`src/rtl/mem_arbiter_pkg.sv`:
```
// Shared cache package: arbiter state encodings, fill geometry and the
// grant-history type used by the cache fill FSMs and the memory arbiter.
package mem_arbiter_pkg;

  // 16-bit words returned per cache-block fill.
  localparam int unsigned WORDS_PER_BLOCK = 8;

  // Width of the per-fill word counter.
  localparam int unsigned CNT_W = 3;

  // Who owns the memory port.
  typedef enum logic [1:0] {
    ST_IDLE   = 2'd0,
    ST_IFILL  = 2'd1,
    ST_DFILL  = 2'd2,
    ST_DWRITE = 2'd3
  } arb_state_e;

  // Which cache was granted the most recent fill; used to break ties.
  typedef enum logic {
    LAST_I = 1'b0,
    LAST_D = 1'b1
  } last_grant_e;

endpackage : mem_arbiter_pkg

```
`src/rtl/mem_arbiter_if.sv`:
```
// Cache-side and memory-side bus of the memory arbiter.
// master: the arbiter's view. slave: the caches plus the memory model.
interface mem_arbiter_if;

  // I-cache fill port
  logic        icache_mem_req;
  logic [15:0] icache_mem_addr;
  logic        icache_grant;
  logic        icache_data_valid;

  // D-cache fill port
  logic        dcache_mem_req;
  logic [15:0] dcache_mem_addr;
  logic        dcache_grant;
  logic        dcache_data_valid;

  // D-cache write-through port
  logic        dcache_wr_req;
  logic [15:0] dcache_wr_addr;
  logic [15:0] dcache_wr_data;
  logic        dcache_wr_ack;

  // Memory port
  logic        mem_enable;
  logic        mem_wr;
  logic [15:0] mem_addr;
  logic [15:0] mem_wdata;
  logic        mem_data_valid;

  modport master (
    input  icache_mem_req, icache_mem_addr,
    input  dcache_mem_req, dcache_mem_addr,
    input  dcache_wr_req, dcache_wr_addr, dcache_wr_data,
    input  mem_data_valid,
    output mem_enable, mem_wr, mem_addr, mem_wdata,
    output icache_grant, dcache_grant,
    output icache_data_valid, dcache_data_valid,
    output dcache_wr_ack
  );

  modport slave (
    output icache_mem_req, icache_mem_addr,
    output dcache_mem_req, dcache_mem_addr,
    output dcache_wr_req, dcache_wr_addr, dcache_wr_data,
    output mem_data_valid,
    input  mem_enable, mem_wr, mem_addr, mem_wdata,
    input  icache_grant, dcache_grant,
    input  icache_data_valid, dcache_data_valid,
    input  dcache_wr_ack
  );

endinterface : mem_arbiter_if

```
`src/rtl/mem_arbiter_word_counter.sv`:
```
// Basic D flip-flop cell with synchronous clear, and the fill word counter
// built from it. The counter wraps from WRAP back to 0.

module dff #(
  parameter int unsigned WIDTH = 1
) (
  input  logic             clk,
  input  logic             clr_i,
  input  logic [WIDTH-1:0] d_i,
  output logic [WIDTH-1:0] q_o
);

  // Register with synchronous clear.
  // NOTE: sequential state is always assigned with <= so every flop samples
  // pre-edge values regardless of block ordering.
  always_ff @(posedge clk) begin
    if (clr_i) q_o <= '0;
    else       q_o <= d_i;
  end

endmodule : dff

module word_counter #(
  parameter int unsigned WIDTH = 3,
  parameter int unsigned WRAP  = 7
) (
  input  logic clk,
  input  logic clr_i,
  input  logic inc_i,
  output logic last_o
);

  logic [WIDTH-1:0] count_d;
  logic [WIDTH-1:0] count_q;

  assign last_o = (count_q == WIDTH'(WRAP));

  // Next count: hold, increment, or wrap to 0 after the last word.
  // NOTE: count_d gets a default first so no path leaves it unassigned,
  // which would otherwise infer a latch.
  always_comb begin
    count_d = count_q;
    if (inc_i) count_d = last_o ? '0 : count_q + 1'b1;
  end

  dff #(.WIDTH(WIDTH)) u_count (
    .clk   (clk),
    .clr_i (clr_i),
    .d_i   (count_d),
    .q_o   (count_q)
  );

endmodule : word_counter

```
`src/rtl/mem_arbiter.sv`:
```
// Memory arbiter: shares one memory port between the I-cache fill FSM, the
// D-cache fill FSM and D-cache write-through. Writes win in IDLE, fill ties
// alternate, and a fill ends only when the word counter sees the last word.
module mem_arbiter #(
  parameter int unsigned WORDS_PER_BLOCK = mem_arbiter_pkg::WORDS_PER_BLOCK
) (
  input  logic          clk,
  input  logic          rst,
  mem_arbiter_if.master bus
);

  import mem_arbiter_pkg::*;

  arb_state_e  state_q;
  last_grant_e last_grant_q;
  logic        icache_grant_q;
  logic        dcache_grant_q;

  logic in_fill;
  logic word_valid;
  logic last_word;
  logic fill_done;

  // Data beats only count while a fill owns the port; strays are dropped.
  assign in_fill    = (state_q == ST_IFILL) || (state_q == ST_DFILL);
  assign word_valid = in_fill && bus.mem_data_valid;
  assign fill_done  = word_valid && last_word;

  word_counter #(
    .WIDTH (CNT_W),
    .WRAP  (WORDS_PER_BLOCK - 1)
  ) u_word_counter (
    .clk    (clk),
    .clr_i  (~rst),
    .inc_i  (word_valid),
    .last_o (last_word)
  );

  // Arbitration FSM with registered grants and tie-break history.
  always_ff @(posedge clk) begin
    if (!rst) begin
      state_q        <= ST_IDLE;
      last_grant_q   <= LAST_I;
      icache_grant_q <= 1'b0;
      dcache_grant_q <= 1'b0;
    end else begin
      case (state_q)
        ST_IDLE: begin
          if (bus.dcache_wr_req) begin
            state_q <= ST_DWRITE;
          end else if (bus.dcache_mem_req &&
                       (!bus.icache_mem_req || last_grant_q == LAST_I)) begin
            state_q        <= ST_DFILL;
            dcache_grant_q <= 1'b1;
          end else if (bus.icache_mem_req) begin
            state_q        <= ST_IFILL;
            icache_grant_q <= 1'b1;
          end
        end
        ST_IFILL: begin
          if (fill_done) begin
            state_q        <= ST_IDLE;
            icache_grant_q <= 1'b0;
            last_grant_q   <= LAST_I;
          end
        end
        ST_DFILL: begin
          if (fill_done) begin
            state_q        <= ST_IDLE;
            dcache_grant_q <= 1'b0;
            last_grant_q   <= LAST_D;
          end
        end
        ST_DWRITE: state_q <= ST_IDLE;
        default:   state_q <= ST_IDLE;
      endcase
    end
  end

  assign bus.icache_grant      = icache_grant_q;
  assign bus.dcache_grant      = dcache_grant_q;
  assign bus.icache_data_valid = (state_q == ST_IFILL) && bus.mem_data_valid;
  assign bus.dcache_data_valid = (state_q == ST_DFILL) && bus.mem_data_valid;

  // Memory-port mux: the owner's request passes straight through.
  always_comb begin
    bus.mem_enable    = 1'b0;
    bus.mem_wr        = 1'b0;
    bus.mem_addr      = '0;
    bus.mem_wdata     = '0;
    bus.dcache_wr_ack = 1'b0;
    case (state_q)
      ST_IFILL: begin
        bus.mem_enable = bus.icache_mem_req;
        bus.mem_addr   = bus.icache_mem_addr;
      end
      ST_DFILL: begin
        bus.mem_enable = bus.dcache_mem_req;
        bus.mem_addr   = bus.dcache_mem_addr;
      end
      ST_DWRITE: begin
        bus.mem_enable    = 1'b1;
        bus.mem_wr        = 1'b1;
        bus.mem_addr      = bus.dcache_wr_addr;
        bus.mem_wdata     = bus.dcache_wr_data;
        bus.dcache_wr_ack = 1'b1;
      end
      default: ;
    endcase
  end

endmodule : mem_arbiter

```
`src/flat_wrapper.sv`:
```
// flat-port wrapper written by rule: the top's interface ports become plain ports
module mem_arbiter_flat import mem_arbiter_pkg::*;
#(
  parameter int unsigned WORDS_PER_BLOCK = mem_arbiter_pkg::WORDS_PER_BLOCK
)
  (clk, rst, bus_icache_mem_req, bus_icache_mem_addr, bus_dcache_mem_req, bus_dcache_mem_addr, bus_dcache_wr_req, bus_dcache_wr_addr, bus_dcache_wr_data, bus_mem_data_valid, bus_mem_enable, bus_mem_wr, bus_mem_addr, bus_mem_wdata, bus_icache_grant, bus_dcache_grant, bus_icache_data_valid, bus_dcache_data_valid, bus_dcache_wr_ack);
  mem_arbiter_if bus_i ();
  input  logic clk;
  input  logic rst;
  input wire logic [$bits(bus_i.icache_mem_req)-1:0] bus_icache_mem_req;
  input wire logic [$bits(bus_i.icache_mem_addr)-1:0] bus_icache_mem_addr;
  input wire logic [$bits(bus_i.dcache_mem_req)-1:0] bus_dcache_mem_req;
  input wire logic [$bits(bus_i.dcache_mem_addr)-1:0] bus_dcache_mem_addr;
  input wire logic [$bits(bus_i.dcache_wr_req)-1:0] bus_dcache_wr_req;
  input wire logic [$bits(bus_i.dcache_wr_addr)-1:0] bus_dcache_wr_addr;
  input wire logic [$bits(bus_i.dcache_wr_data)-1:0] bus_dcache_wr_data;
  input wire logic [$bits(bus_i.mem_data_valid)-1:0] bus_mem_data_valid;
  output wire logic [$bits(bus_i.mem_enable)-1:0] bus_mem_enable;
  output wire logic [$bits(bus_i.mem_wr)-1:0] bus_mem_wr;
  output wire logic [$bits(bus_i.mem_addr)-1:0] bus_mem_addr;
  output wire logic [$bits(bus_i.mem_wdata)-1:0] bus_mem_wdata;
  output wire logic [$bits(bus_i.icache_grant)-1:0] bus_icache_grant;
  output wire logic [$bits(bus_i.dcache_grant)-1:0] bus_dcache_grant;
  output wire logic [$bits(bus_i.icache_data_valid)-1:0] bus_icache_data_valid;
  output wire logic [$bits(bus_i.dcache_data_valid)-1:0] bus_dcache_data_valid;
  output wire logic [$bits(bus_i.dcache_wr_ack)-1:0] bus_dcache_wr_ack;
  assign bus_i.icache_mem_req = bus_icache_mem_req;
  assign bus_i.icache_mem_addr = bus_icache_mem_addr;
  assign bus_i.dcache_mem_req = bus_dcache_mem_req;
  assign bus_i.dcache_mem_addr = bus_dcache_mem_addr;
  assign bus_i.dcache_wr_req = bus_dcache_wr_req;
  assign bus_i.dcache_wr_addr = bus_dcache_wr_addr;
  assign bus_i.dcache_wr_data = bus_dcache_wr_data;
  assign bus_i.mem_data_valid = bus_mem_data_valid;
  assign bus_mem_enable = bus_i.mem_enable;
  assign bus_mem_wr = bus_i.mem_wr;
  assign bus_mem_addr = bus_i.mem_addr;
  assign bus_mem_wdata = bus_i.mem_wdata;
  assign bus_icache_grant = bus_i.icache_grant;
  assign bus_dcache_grant = bus_i.dcache_grant;
  assign bus_icache_data_valid = bus_i.icache_data_valid;
  assign bus_dcache_data_valid = bus_i.dcache_data_valid;
  assign bus_dcache_wr_ack = bus_i.dcache_wr_ack;
  mem_arbiter #(.WORDS_PER_BLOCK(WORDS_PER_BLOCK)) u_core (.clk(clk), .rst(rst), .bus(bus_i));
endmodule
```
`config.mk`:
```
export PLATFORM = sky130hd
export DESIGN_NAME = mem_arbiter_flat
export DESIGN_NICKNAME = d
export VERILOG_FILES = /design/src/rtl/mem_arbiter_pkg.sv /design/src/rtl/mem_arbiter_if.sv /design/src/rtl/mem_arbiter_word_counter.sv /design/src/rtl/mem_arbiter.sv /design/src/flat_wrapper.sv
export SDC_FILE = /design/constraint.sdc
export NUM_CORES = 1
export LEC_CHECK = 0
export ABC_AREA = 1
export CORE_MARGIN = 4
export CORE_UTILIZATION = 30
export CTS_CLUSTER_DIAMETER = 80
export CTS_CLUSTER_SIZE = 40
export DETAILED_ROUTE_END_ITERATION = 8
export MAX_ROUTING_LAYER = met4
export PLACE_DENSITY = 0.92
export SYNTH_ARGS = -nofsm -noshare
export SYNTH_HDL_FRONTEND = slang
export SYNTH_SLANG_ARGS = --single-unit
```
`constraint.sdc`:
```
create_clock -name clk -period 1.6 [get_ports clk]
set_clock_uncertainty 0.1 [all_clocks]
set_input_delay 0.24 -clock clk [delete_from_list [all_inputs] [get_ports clk]]
set_output_delay 0.24 -clock clk [all_outputs]
set_load 0.01 [all_outputs]
```
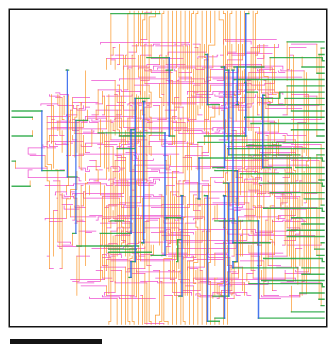
(routed metal, one colour a layer)
Scale bar: 20 µm.
metal 4 -> blue  # wire length 486 µm
metal 1 -> magenta  # wire length 2410 µm
metal 2 -> orange  # wire length 3810 µm
metal 3 -> green  # wire length 636 µm
routed len/inst: 18.9 µm
aggregate global-route resource usage: 27.6%
Via Count: 1956
total detailed-routing wirelength: 7340 µm

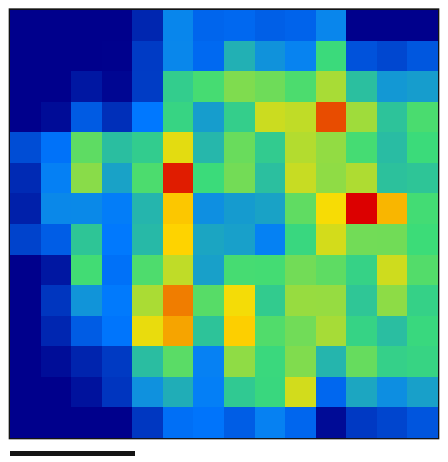
(wiring heat map)
Scale bar: 20 µm. 14 x 14 tiles, from dark blue (low) to red (high), scaled to the fullest tile. Values are wire area over tile area, all layers added.
mean over tiles = 0.27
tiles over half the peak = 31%
densest ninth of the die = right middle

registers in the layout, summed over array words and instances (netlist names):
name and count:
u_core.bus.dcache_grant 1, u_core.bus.icache_grant 1, u_core.state_q 2, u_core.last_grant_q 1, u_core.u_word_counter.u_count.q_o 3
cell usage after synthesis:
master                      n
sky130_fd_sc_hd__a21o_1     1
sky130_fd_sc_hd__nor2_1    11
sky130_fd_sc_hd__nand3b_1   1
sky130_fd_sc_hd__inv_2      1
sky130_fd_sc_hd__buf_4      1
sky130_fd_sc_hd__nor3_1     1
sky130_fd_sc_hd__inv_1     44
sky130_fd_sc_hd__nand3_1   19
sky130_fd_sc_hd__nand2_1   93
sky130_fd_sc_hd__clkinv_1   1
sky130_fd_sc_hd__ha_1       7
sky130_fd_sc_hd__o21ai_1    1
sky130_fd_sc_hd__dfxtp_1    8
sky130_fd_sc_hd__a21oi_1    7
sky130_fd_sc_hd__nand2_2    4
sky130_fd_sc_hd__buf_2      9
sky130_fd_sc_hd__a21boi_1   1
sky130_fd_sc_hd__nand3_2    2
sky130_fd_sc_hd__o21ai_0    5
critical path, stage by stage, from the launching register on:
cell and delay [ps]:
sky130_fd_sc_hd__dfxtp_4 390, sky130_fd_sc_hd__ha_4 210, sky130_fd_sc_hd__buf_6 190, sky130_fd_sc_hd__nand2_4 70
sky130_fd_sc_hd__nand3_2 100, sky130_fd_sc_hd__nand2_1 70, sky130_fd_sc_hd__inv_1 60, sky130_fd_sc_hd__buf_2 130
where the power goes:
part	switching, mW	leakage, nW	total, mW	internal [mW]
Sequential	0.0885	0.0670	0.378	0.290
Combinational	1.56	1.60	2.97	1.41
Clock	0.0736	0.0216	0.236	0.162
Total	1.72	1.69	3.58	1.86
cells by family after synthesis:
logic type / count (synthesis)
AND/OR/NAND/NOR: 131
buffers and inverters: 56
adder cells (fa/ha/maj): 7
AND-OR/OR-AND: 15
flip-flops: 8
worst paths after layout:
kind / end / from / slack (ps)
worst min-delay path: u_core.u_word_counter.u_count.q_o[1] / u_core.u_word_counter.u_count.q_o[1] / 400
worst max-delay path: bus_mem_addr[9] / u_core.state_q[0] / -190
worst min register to register: u_core.u_word_counter.u_count.q_o[1] / u_core.u_word_counter.u_count.q_o[1] / 400
worst max register to register: u_core.bus.dcache_grant / u_core.state_q[0] / -10
layout make-up:
class	count	area share, %
clock buffers	3	1.42
repair buffers	132	45.3
flip-flops and latches	8	5.78
well taps	46	1.98
inverters	46	6.17
multi-input cells	153	39.3
timing repair:
action                                 in CTS  in global routing
pin swaps                                  37                 18
hold buffers                                0                  0
cloned                                      5                  0
gates resized                             258                 79
setup buffers                               3                  4
endpoints found under the hold margin       0                  0
setup endpoints to repair                  42                 40
through the flow:
stage / total power [mW] / TNS, ps / util (%) / hold WS (ps)
2_1_floorplan: 1.40 / 0 / - / 260
3_3_place_gp: 2.38 / -8100 / 68.2 / 353
3_5_place_dp: 2.43 / -9420 / 68.2 / 363
4_1_cts: 3.18 / -3200 / 78.8 / 393
5_1_grt: 3.81 / -4900 / 84.3 / 424
6_report: 3.58 / -3150 / 84.3 / 395
==> impl_metrics.csv <==
group,metric,value,unit
run_status,outcome,"complete, but fails checks",
run_status,failed_checks,"negative setup slack",
job,openroad.warnings,32,
clock_network,tritoncts.num_buffers,3,
timing,slew_violations,0,
clock_network,cts-root-buf,"sky130_fd_sc_hd__clkbuf_8",
finish,layout_top_cell,"sky130_fd_sc_hd__clkdlybuf4s50_1",
yosys,postSynthRegisterBits,8,
critical_path,worstPathArrival,1450,ps
global_route,global_route.peak_usage_layer,"met2",
clock_network,tritoncts,"built",
yosys,synth_xor_xnor_area_share,0,%
clock_network,insertion_delay,230,ps
hold_path,hold-path-cell-count,2,
clock_network,clock_path_buffers,2,
yosys,top_logic_kind,"simple AND/OR/NAND/NOR gates",
clock_network,htree_num_levels,1,
finish,filler_cell_count,173,
finish,syn_to_final_growth,165,%
yosys,synthDominantAreaCellType,"sky130_fd_sc_hd__nand2_1",
timing,setup_slack,-186,ps
yosys,synth_area_per_cell,5.05,µm²
placed_design,dpl-instance-area,2350,µm²
timing,final-hold-violation-count,0,
critical_path,crit_path_end_kind,"primary output",
yosys,syn-num-nets,294,
route,wl_met2,3810,µm
floorplanning,num_rows,21,
placed_design,port_buffer_count,108,
power,leak,1.69,nW
yosys,synth_top_area_share,31.8,%
yosys,synthMuxAreaShare,0,%
critical_path,timing.critical_path.from_type,"flip-flop",
timing,timing.final.crit_period,1790,ps
timing,fmax,560,MHz
timing,rsz0062_at_grt,"yes",
finish,tally_of_non_filler_cells_in_the_final_layout,388,
job,maxCapViolations,0,
yosys,yosysSeqAreaShare,14.6,%
yosys,synth.yosys.num_cells,217,
route,vias_per_cell,5.04,
critical_path,worst-setup-path-type,"flip-flop to primary output",
floorplanning,floorplan.core_util,31.8,%
timing,finalSetupViolCount,36,
No activity file was given, so power comes from the tool's default toggle rates.
